[src/rtl/lcd_nibble_writer.sv]
// lcd_nibble_writer: sends each accepted byte to the character LCD as two
// 4-bit writes (high nibble first). Setup, enable-pulse, hold, inter-nibble
// and post-byte delays come from a single down-counter. All pin outputs are
// registered from the next state, so they change on the edge that enters
// the state.
//
// state      | meaning
// -----------+------------------------------------------------------------
// S_IDLE     | ready for a byte; pins hold their last values, e low
// S_SETUP_HI | high nibble and rs driven, e low, T_SETUP cycles
// S_PULSE_HI | e high for the high nibble, T_PULSE cycles
// S_HOLD_HI  | e low, data held, T_HOLD cycles
// S_GAP      | idle between nibbles, T_GAP cycles
// S_SETUP_LO | low nibble driven, e low, T_SETUP cycles
// S_PULSE_LO | e high for the low nibble, T_PULSE cycles
// S_HOLD_LO  | e low, data held, T_HOLD cycles
// S_WAIT     | post-byte settle, T_WAIT (T_LONG for clear/home commands)
module lcd_nibble_writer #(
   parameter int T_SETUP = 2,
   parameter int T_PULSE = 12,
   parameter int T_HOLD  = 1,
   parameter int T_GAP   = 50,
   parameter int T_WAIT  = 2000,
   parameter int T_LONG  = 82000,
   parameter int CNT_W   = 17
) (
   input  logic       clk,
   input  logic       reset,
   input  logic       in_valid,
   output logic       in_ready,
   input  logic [7:0] in_data,
   input  logic       in_rs,
   output logic       busy,
   output logic       sf_e,
   output logic       e,
   output logic       rs,
   output logic       rw,
   output logic       d,
   output logic       c,
   output logic       b,
   output logic       a
);

   typedef enum logic [3:0] {
      S_IDLE,
      S_SETUP_HI,
      S_PULSE_HI,
      S_HOLD_HI,
      S_GAP,
      S_SETUP_LO,
      S_PULSE_LO,
      S_HOLD_LO,
      S_WAIT
   } state_t;

   // Counter reload values: a state lasting N cycles loads N-1 on entry.
   localparam logic [CNT_W-1:0] LD_SETUP = CNT_W'(T_SETUP - 1);
   localparam logic [CNT_W-1:0] LD_PULSE = CNT_W'(T_PULSE - 1);
   localparam logic [CNT_W-1:0] LD_HOLD  = CNT_W'(T_HOLD - 1);
   localparam logic [CNT_W-1:0] LD_GAP   = CNT_W'(T_GAP - 1);
   localparam logic [CNT_W-1:0] LD_WAIT  = CNT_W'(T_WAIT - 1);
   localparam logic [CNT_W-1:0] LD_LONG  = CNT_W'(T_LONG - 1);

   state_t           state_q, state_d;
   logic [CNT_W-1:0] cnt_q, cnt_d;
   logic [7:0]       byte_q, byte_d;
   logic             rs_q, rs_d;
   logic             e_q, e_d;
   logic [3:0]       nib_q, nib_d;

   logic accept;
   logic cnt_done;
   logic long_wait;

   assign accept    = in_valid && (state_q == S_IDLE);
   assign cnt_done  = (cnt_q == '0);
   // Clear display (0x01) and return home (0x02/0x03) need the long settle.
   assign long_wait = !rs_q && ((byte_q == 8'h01) || (byte_q == 8'h02) ||
                                (byte_q == 8'h03));

   // State, counter and registered pin outputs; reset aborts any transfer.
   always_ff @(posedge clk) begin
      if (reset) begin
         state_q <= S_IDLE;
         cnt_q   <= '0;
         byte_q  <= '0;
         rs_q    <= 1'b0;
         e_q     <= 1'b0;
         nib_q   <= '0;
      end else begin
         state_q <= state_d;
         cnt_q   <= cnt_d;
         byte_q  <= byte_d;
         rs_q    <= rs_d;
         e_q     <= e_d;
         nib_q   <= nib_d;
      end
   end

   // Next state: count down, advance and reload on terminal count.
   always_comb begin
      state_d = state_q;
      cnt_d   = cnt_q;
      if (state_q == S_IDLE) begin
         if (in_valid) begin
            state_d = S_SETUP_HI;
            cnt_d   = LD_SETUP;
         end
      end else if (!cnt_done) begin
         cnt_d = cnt_q - CNT_W'(1);
      end else begin
         unique case (state_q)
            S_SETUP_HI: begin state_d = S_PULSE_HI; cnt_d = LD_PULSE; end
            S_PULSE_HI: begin state_d = S_HOLD_HI;  cnt_d = LD_HOLD;  end
            S_HOLD_HI:  begin state_d = S_GAP;      cnt_d = LD_GAP;   end
            S_GAP:      begin state_d = S_SETUP_LO; cnt_d = LD_SETUP; end
            S_SETUP_LO: begin state_d = S_PULSE_LO; cnt_d = LD_PULSE; end
            S_PULSE_LO: begin state_d = S_HOLD_LO;  cnt_d = LD_HOLD;  end
            S_HOLD_LO: begin
               state_d = S_WAIT;
               cnt_d   = long_wait ? LD_LONG : LD_WAIT;
            end
            default: begin state_d = S_IDLE; cnt_d = '0; end
         endcase
      end
   end

   // Output next values: rs/nibble only load when entering a setup state.
   always_comb begin
      byte_d = byte_q;
      rs_d   = rs_q;
      nib_d  = nib_q;
      e_d    = (state_d == S_PULSE_HI) || (state_d == S_PULSE_LO);
      if (accept) begin
         byte_d = in_data;
         rs_d   = in_rs;
         nib_d  = in_data[7:4];
      end else if (state_d == S_SETUP_LO) begin
         nib_d = byte_q[3:0];
      end
   end

   assign in_ready     = (state_q == S_IDLE);
   assign busy         = !in_ready;
   assign sf_e         = 1'b1;
   assign rw           = 1'b0;
   assign e            = e_q;
   assign rs           = rs_q;
   assign {d, c, b, a} = nib_q;

endmodule
[config.mk]
export PLATFORM = sky130hd
export DESIGN_NAME = lcd_nibble_writer
export DESIGN_NICKNAME = d
export VERILOG_FILES = /design/src/rtl/lcd_nibble_writer.sv
export SDC_FILE = /design/constraint.sdc
export NUM_CORES = 1
export LEC_CHECK = 0
export CAP_MARGIN = 20
export CORE_MARGIN = 10
export CORE_UTILIZATION = 56
export DETAILED_ROUTE_END_ITERATION = 7
export PLACE_DENSITY_LB_ADDON = 0.08
export SLEW_MARGIN = 40
export SYNTH_ARGS = -nofsm -noshare
export SYNTH_HDL_FRONTEND = slang
export SYNTH_SLANG_ARGS = --single-unit
[constraint.sdc]
create_clock -name clk -period 2.3 [get_ports clk]
set_input_delay 0.46 -clock clk [delete_from_list [all_inputs] [get_ports clk]]
set_output_delay 0.46 -clock clk [all_outputs]
set_load 0.05 [all_outputs]
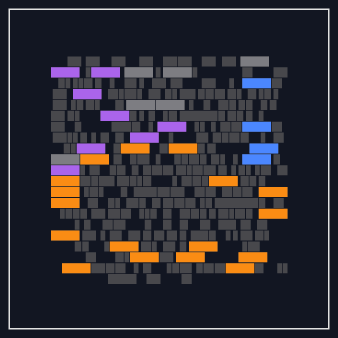
(sequential cells grouped by signal name)
Drawn at 4 px/um. Other sequential cells in the stronger gray, the rest of the logic in the fainter gray.
| name in the netlist | color | flops |
|---|---|---|
| byte_q | purple | 8 |
| state_q | blue | 4 |
| cnt_q | orange | 17 |

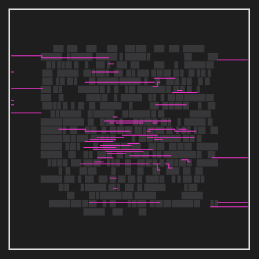
(met3 routing)
Drawn at 3 px/um.
longest straight run: 23.5 um
main direction: horizontal
nets with wire on the layer: 39
share of all routed wire: 8.6%
wire length on this layer: 443 um
GRT met3 Usage: 4.62%
via total after detailed routing: 2,032
WL final: 5170 um

==> impl_results.rst <==
Metrics
=======

.. list-table::
   :header-rows: 1

   * - Metric
     - Value
   * - Top cell type's share of synthesized area
     - a little over a third
   * - Biggest area cells
     - sky130_fd_sc_hd__dfxtp_1 35%, sky130_fd_sc_hd__a21oi_1 6.6%, sky130_fd_sc_hd__nand2_1 5.5%, sky130_fd_sc_hd__nor2_1 4.2%, sky130_fd_sc_hd__o21ai_0 3.5%
   * - Tally of filler cells in the layout
     - roughly 300
   * - Number of enable flip-flop cells
     - 0
   * - Number of global-route vias before repair
     - approximately 1,900
   * - Number of nets with antenna violations after detailed routing
     - 0
   * - Total routing usage reported by global routing
     - roughly 17%
   * - Ratio of cells with drive above 1 in the final layout
     - ~13%
   * - TritonCTS clock tree
     - yes
   * - YS chip area
     - 1980 um2
   * - Number of library cell types mapped by synthesis
     - around 57
   * - #FFs+latches synth
     - 35
   * - Core utilization at floorplan
     - between 50 and 60%
   * - Mean instance size in the synthesized netlist
     - 7.69 um2
   * - Maximum fanout along the worst path
     - 5
   * - Sink Count
     - 35
   * - Unrepaired setup endpoints after global routing
     - no
   * - Basic Gates by Area
     - 26.9%
   * - Placed wire-length estimate after detailed placement
     - between 3000 and 4000 um
   * - Worst setup skew after layout
     - 0.00652 ns
   * - Data arrival time at the worst-slack endpoint
     - 2.32 ns
   * - Max H-tree Level
     - 2
   * - Starting DRC count in detailed routing
     - 310
   * - Class of the tightest hold or removal check
     - flip-flop to flip-flop
   * - Chip area
     - approximately 6300 um2
   * - Via density
     - 6.12
   * - First-pass GRT wire length
     - 8870 um
   * - Nature of the critical path startpoint
     - flip-flop
   * - Cell row count
     - 21
   * - Buffers inserted during post-CTS setup optimization
     - 0
   * - Final net count
     - 299
   * - Count of buffers from port buffering
     - 19
   * - Standard cell core area
     - 3390 um2
   * - Post-Synthesis Net Count
     - 272
   * - End of the worst hold path
     - byte_q[5]
   * - Relative max-transition margin
     - between 60% and 70%
   * - Cell area after synthesis
     - slightly below 2000 um2
   * - Endpoint required time on the critical path
     - approximately 2.6 ns
   * - Weighted congestion at the end of routability-driven global placement
     - 0.926
   * - Commonest cells after routing, fill and taps aside
     - 35 x sky130_fd_sc_hd__dfxtp_1, 29 x sky130_fd_sc_hd__nand2_1, 26 x sky130_fd_sc_hd__a21oi_1
   * - Family with the most delay on the worst path
     - simple AND/OR/NAND/NOR gates
   * - Floorplan die height
     - 79.5 um
   * - Hold Crit Start
     - byte_q[5]
   * - Capture instance of the worst register-to-register path
     - cnt_q[16]
   * - Maxcap violations
     - 0
   * - Initial antenna violation count
     - 0
   * - Number of max-slew violations in the final report
     - 0
   * - Ratio of final minimum period to clock period
     - 89.9%
   * - Post-synthesis share of cell area spent on xor and xnor gates
     - 0%
   * - Post-cts hold-fix buffer tally
     - 0
   * - Horizontal extent of the die
     - approximately 80 um
   * - Worst flop-to-flop path startpoint
     - cnt_q[0]
   * - Number of cells traversed by the worst register-to-register path
     - 8
   * - Maximum achievable frequency
     - approximately 480 MHz
   * - Main logic family
     - AND-OR/OR-AND gates
   * - Slack of the worst reg-to-reg path
     - 0.23 ns
   * - Count of warnings emitted by yosys
     - 0
   * - Top logic cell by instance count in the layout
     - sky130_fd_sc_hd__dfxtp_1
   * - Combinational gate area
     - 1130 um2
   * - Number of CTS-inserted buffers
     - 5
   * - Final global-route overflow total
     - 0
   * - TritonRoute pass-1 iters
     - 4
   * - Final min period
     - just over 2 ns
   * - Run status
     - complete, no violations
   * - Actual transition at the worst max-transition pin
     - 0.506 ns
   * - Multiplexer share of the synthesized area
     - 0%
   * - Log Warnings
     - 27
   * - Most common flop cell mapped by yosys
     - sky130_fd_sc_hd__dfxtp_1
   * - Post-CTS resize count
     - 0
   * - Share of synthesized area occupied by flip-flops and latches
     - 35.3%
   * - Adders+Majority by Area
     - 1.26%
   * - Delay of the slowest critical-path stage
     - 0.44 ns
   * - Area fraction in compound gates after synthesis
     - about 29%
   * - Average wire length per cell after detail routing
     - 15.6 um
   * - Top Ports
     - 22
   * - Buffers & Inverters on Critical Path
     - 2
   * - Cell breakdown of the critical path
     - inv_1 -> ha_1 -> nor3b_1 -> nand4_1 -> buf_4 -> or4_1 -> nand4b_1 -> o21ai_1
   * - Commonest cells in the netlist
     - 35 x sky130_fd_sc_hd__dfxtp_1, 29 x sky130_fd_sc_hd__nand2_1, 26 x sky130_fd_sc_hd__a21oi_1, 22 x sky130_fd_sc_hd__nor2_1, 14 x sky130_fd_sc_hd__o21ai_0
   * - Antenna cell count
     - 0
   * - Worst slack, placed
     - 0.231 ns
   * - Least setup slack across all paths after layout
     - 0.232 ns
   * - Type of the worst setup path
     - flip-flop to flip-flop
   * - Number of setup violations in the final report
     - 0
   * - CTS Root Buffer Type
     - sky130_fd_sc_hd__clkbuf_4
   * - Post-synthesis cell type with the largest combined area
     - sky130_fd_sc_hd__dfxtp_1
   * - FFs w/ async S/R, synth
     - 0%
   * - Largest net degree at the start of global routing
     - 15
   * - Crit path capture type
     - flip-flop
   * - Total area of sequential cells
     - around 700 um2
   * - Synth-to-layout area growth
     - 20.0%
   * - Clock Path Buffers
     - 2
   * - Slowest cell on the critical path
     - sky130_fd_sc_hd__or4_1
   * - Clock insertion delay at the later pin of the skew report
     - around 0.35 ns
   * - Cell with the most instances after synthesis
     - sky130_fd_sc_hd__dfxtp_1
   * - Depth of the worst hold-timing path
     - 2
   * - Clock-pin slew reported for the worst setup and hold paths after clock tree synthesis
     - between 0.1 and 0.15 ns
   * - Gate Count Post-Synth
     - 258
   * - Drc violations
     - 0
   * - Final setup TNS
     - 0 ns
   * - Hold Violations, Final
     - 0
   * - Yosys cell count
     - about 260
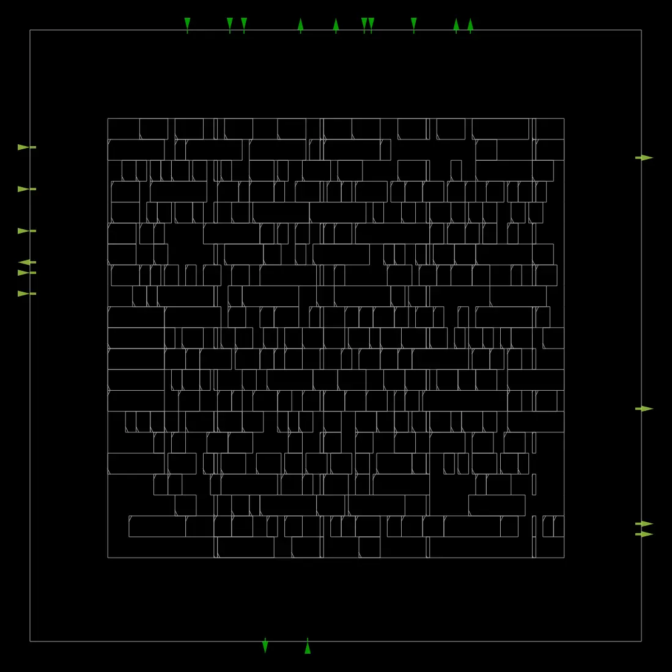
(placed standard cells)
number of flip-flops and latches: 35
Layout Cells excl Fill: 332

## state kept, by name, indices dropped and copies added, names as in the netlist
name / flops
cnt_q: 17
e: 1
nib_q: 4
state_q: 4
rs: 1
byte_q: 8
## area by class of cell
cell class	instances	area share, %
repair buffers	41	15.2
clock buffers	6	2.16
flip-flops and latches	35	29.4
well taps	46	2.42
inverters	10	1.58
clock inverters	2	1.47
multi-input cells	192	47.7
## worst max-delay path by stage
stage,cells after the start,from,to,slack (ns)
after global placement,5,in_valid,nib_q[2],0.24
after CTS,5,state_q[1],in_ready,0.26
after global routing,8,cnt_q[0],cnt_q[16],0.06
after detailed placement,5,in_valid,nib_q[2],0.23
final,8,cnt_q[0],cnt_q[16],0.23
after floorplan,9,state_q[2],nib_q[3],0.02
## tightest hold or removal path: cells and delay by family (launching register included)
| family | cells | cell delay [ns] |
|---|---|---|
| flip-flops | 1 | 0.33 |
| AND/OR/NAND/NOR | 1 | 0.05 |
| AND-OR/OR-AND | 1 | 0.06 |
## metal layers
metal  wire length [um]  up-vias  GRT usage [%]
met5                  0        -              0
met4                 82        0           8.60
met3                443        9           4.62
met2               2360       90           26.5
met1               2290      927           21.4
li1                   -     1006              -
## stage by stage
step	instance area [um2]	cells	hold slack [ns]	utilization, %
detailed placement	2290	324	0.450	67.7
global placement	2290	324	0.445	67.7
floorplan	1980	258	0.436	-
finish	2380	332	0.467	70.2
CTS	2380	332	0.467	70.2
global route	2380	332	0.480	70.2
